run_1/wires.png
Scale: 4 px per µm.
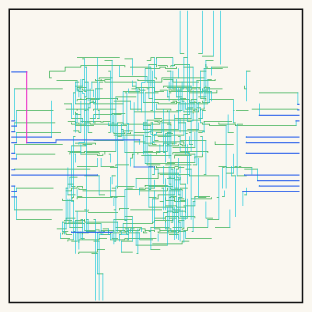
run_1/clocks.png
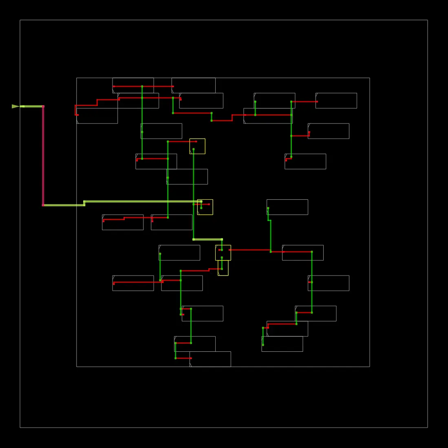
run_1/cell_density.png
Scale: 4 px per µm. The die is cut into 7 by 7 equal tiles; black is low, pale yellow is high, 0 to 100% covered.
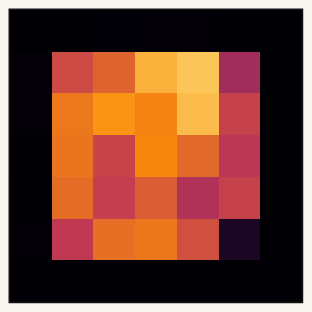
==> config.mk <==
export PLATFORM = sky130hd
export DESIGN_NAME = cpu_sequencer_flat
export DESIGN_NICKNAME = d
export VERILOG_FILES = /design/src/rtl/cpu_sequencer_if.sv /design/src/rtl/cpu_sequencer.sv /design/src/flat_wrapper.sv
export SDC_FILE = /design/constraint.sdc
export NUM_CORES = 1
export LEC_CHECK = 0
export ABC_AREA = 0
export CORE_MARGIN = 10
export CORE_UTILIZATION = 45
export DETAILED_ROUTE_END_ITERATION = 7
export MAX_ROUTING_LAYER = met4
export PLACE_DENSITY = 0.73
export SLEW_MARGIN = 30
export SYNTH_ARGS = -nofsm -noshare
export SYNTH_HDL_FRONTEND = slang
export SYNTH_SLANG_ARGS = --single-unit
==> constraint.sdc <==
create_clock -name clk -period 1.86 [get_ports clk]
set_input_delay 0.558 -clock clk [delete_from_list [all_inputs] [get_ports clk]]
set_output_delay 0.558 -clock clk [all_outputs]
set_load 0.005 [all_outputs]
==> run summary <==
Physical implementation.

- The total of endpoints with negative setup slack in the final report is 0.
- The violation tally from detailed-route iteration zero is between 60 and 70.
- The initial antenna violation count is 0.
- For this design the ratio of total power to cell area is 658.6 nW/µm².
- STA classifies the critical path endpoint as an output pin.
- The fmax is about 0.54 GHz.
- The run finished with clean final reports.
- In the final run the clock tree shows a worst skew of 12.50 ps.
- The clock transition time at the flip-flop clock pins of the worst setup and hold paths is about 150 ps.
- The CTS tree is done.
- The count of inserted antenna diode cells is 0.
- The global route total overflow is 0.
- The number of buffers added on ports is 31.
- In this run the maximum-capacitance check reported violations numbering 0.
- Per the synth stats, the flop cell with the highest instance count is dfxtp_1.
- The critical path's slowest stage uses the library cell dfxtp_2.
- Synthesis produced a netlist whose cell count is between 150 and 200.
- Between the synthesized netlist and the finished layout, the area growth was recorded as 35.15%.
- Data on the critical path arrives at its endpoint at 1280 ps.
- The share of flip-flops with an asynchronous set or reset is 0.
- The class of the worst hold path is flop to flop.
- In the global route stage, met1 resource usage came out at 0.1351.
- In this run, synthesis inferred 0 flip-flops with an integrated enable.
- The via count of the first global-routing pass came to about 1200.
- Routability-driven placement finished with a final weighted congestion of between 0.8 and 0.9.
- The Yosys step of the flow raised 0 warnings.
- The die width is between 70 and 80 µm.
- Detailed placement reports a standard cell area of 1648 µm².
- The final timing report gives a worst setup slack of ~19 ps.
- Entering global routing, the biggest net connects 20 pins.
- The net count reported at finish is roughly 220.
- The pin slew with the least headroom to its limit is ~430 ps.
- The critical path goes through nor3_4 > nand3_2 > buf_6 > nand2b_1 > buf_2.
- The combined buffer and inverter count along the critical path is 2.
- The worst max-slew margin expressed relative to the limit is 0.7159.
- The fraction of post-synthesis cell area in the top cell type by area is 0.4290.
- The first global-routing pass estimated around 5000 µm of wire.
- The final-layout fill cell count is around 260.
- The cell sitting at the root of the clock tree is a clkbuf_4.
- The worst setup path category is flop to output pin.
- The power report puts the leakage power at approximately 0.0006 µW.
- The critical path's largest stage delay is ~360 ps.
- Setup repair after global routing could not meet its margin everywhere.
- The number of flip-flops under the largest register name is 11.
- Per the detail_route report, DRC violations left total 0.
- The total cell area reported by yosys after synthesis is 1260 µm².
- The netlist area before placement is 1260 µm².
- Counting instances, the worst hold path has a depth of 2.
- The global routing report lists met2 layer usage as 0.1850.
- The routed via count divided by cell count is roughly 5.5.
- The fraction of the cycle the final worst path needs is 0.9896.
- The total iterations of the first detailed-routing run is 4.
- The finished cells cover roughly 1700 µm².
- The post-synthesis sequential area ratio is 0.4290.
- The vertical die size is 72.92 µm.
- The dominant cell type by area after synthesis is dfxtp_1.
- The launching element type of the critical path is a flop.
- The mean post-synth cell area is around 7.9 µm².
- The overall routing resource usage is 0.1159.
- The worst path in the final design needs a cycle of about 1800 ps, including I/O delays and setup.
- The largest fanout on the critical path is 2.
- The final HPWL from detailed placement is about 2400 µm.
- The minimum setup slack among reg-to-reg paths is around 250 ps.
- Per the post-route antenna check, the number of violating nets is 0.
- In this run, CTS created clock tree buffers numbering 3.
- According to the floorplan log, the row count is 19.
- The required time at the worst-slack endpoint is roughly 1300 ps.
- The cell class contributing the biggest share of worst-path delay is simple AND/OR/NAND/NOR gates.
- The number of max-slew violations in the final report is 0.
- In this run the number of H-tree levels came out at 1.
- The floorplan report gives the top-level pin count as 32.
- The maximum clock insertion buffer count is 2.
- The tally of unique sky130hd cells used after synthesis is roughly 40.
- The met3 usage in global routing is 0.03537.
- After synthesis, the most frequently instantiated cells are nand2_1, dfxtp_1, a21oi_1, nor2_1.
- The worst setup slack before clock tree synthesis is -481.0 ps.
- The final number of hold-violating endpoints is 0.
- The die covers approximately 5300 µm².
- The critical path runs through a total of 5 cells.
- The post-detailed-routing wire length is 3033 µm.
- After synthesis, the cell types taking the most area are dfxtp_1, nand2_1, a21oi_1.
- The most crowded layer after global routing is met2.
- The most frequent cell after synthesis is nand2_1.
- The number of cells on the worst reg-to-reg path is 5.
- The number of nets produced by synthesis is 176.
- The number of standard cells reported by yosys is 160.
- Looking at the VDD voltage map, the peak drop is between 0.0005 and 0.0006 V.
- Across all stage logs, warnings added up to 28.
- The synthesized flop and latch total is 27.
- The ratio of cells with drive above 1 in the final layout is 0.1357.
About wires.png:
blue -> metal 3  # wire length 187 µm
cyan -> metal 2  # wire length 1430 µm
green -> metal 1  # wire length 1400 µm
magenta -> metal 4  # wire length 17.7 µm
per-cell routed wire length: 13.19 µm
total number of vias: 1265

About clocks.png:
clock latency at the later pin of the worst-skew pair: 320 ps
clock buffers: 3
Clock Sinks: 27
clock distribution power: 251 µW

About cell_density.png:
nearly empty tiles = 49%
densest ninth of the die = middle
emptiest ninth of the die = bottom right
total core area: 2710 µm²
fp_density: 0.4649

-- run 1: cell families (layout without fill, tap and decap cells) --
logic type | after synthesis | after routing | synth area share
compound gates | 39 | 39 | 0.1857
flops | 27 | 27 | 0.4290
buf+inv | 8 | 47 | 0.02582
simple gates | 85 | 85 | 0.3525
xor+xnor | 1 | 1 | 0.006953
-- run 1: area by class of cell --
type                    instances  area (µm²)  share of cell area
multi-input cells             125       704.4              0.4137
inverters                       1       3.754            0.002204
repair buffers                 42       381.6              0.2241
flip-flops and latches         27       546.8              0.3211
well taps                      31       38.79             0.02278
clock buffers                   3       22.52             0.01323
clock inverters                 1       5.005            0.002939
-- run 1: metal layers --
metal	vias to the layer above	wire, µm
met5	-	0
met4	0	17
met3	2	186
met2	30	1432
met1	589	1396
li1	644	-
-- run 1: through the flow --
stage	setup TNS, ps	instances	utilization	hold slack [ps]	total power, µW
6_report	0	230	0.6283	472.7	1121
5_1_grt	-63.88	230	0.6283	490.0	1177
4_1_cts	-0.5123	229	0.6256	469.8	1128
3_5_place_dp	-1377	224	0.6080	448.8	877.0
3_3_place_gp	-1264	224	0.6080	445.4	870.6
2_1_floorplan	0	160	-	432.9	770.0
-- run 1: worst min-delay path, stage by stage (launching register included) --
cell and delay [ps]:
dfxtp_1 340, nand2_1 50, a21oi_1 50
-- run 1: cell usage in the layout (no fill, tap or decap), drive strengths merged, types with 2 or more instances in the layout --
master	Yosys	final
dlygate4sd2	0	4
a21oi	21	21
or4	2	2
nand4	2	2
nand2b	6	6
a211oi	4	4
o21ai	6	6
clkdlybuf4s50	0	25
nand3b	2	2
dfxtp	27	27
nor3	5	5
clkbuf	5	4
and2	2	2
nor2b	2	2
nand2	34	34
nor3b	2	2
buf	2	12
nor2	14	14
nand3	6	6
-- run 1: where the power goes --
part	switching, µW	internal [µW]
sequential	32.1	606
clock	170	80.5
combinational	115	118
total	317	804
-- run 1: timing repair --
action	4_1_cts	5_1_grt
endpoints found under the setup margin	5	4
gates cloned	0	0
resized	16	4
buffers inserted	1	1
hold buffers	0	0
pin swaps	2	2
Power is estimated from default activity; no workload was simulated.
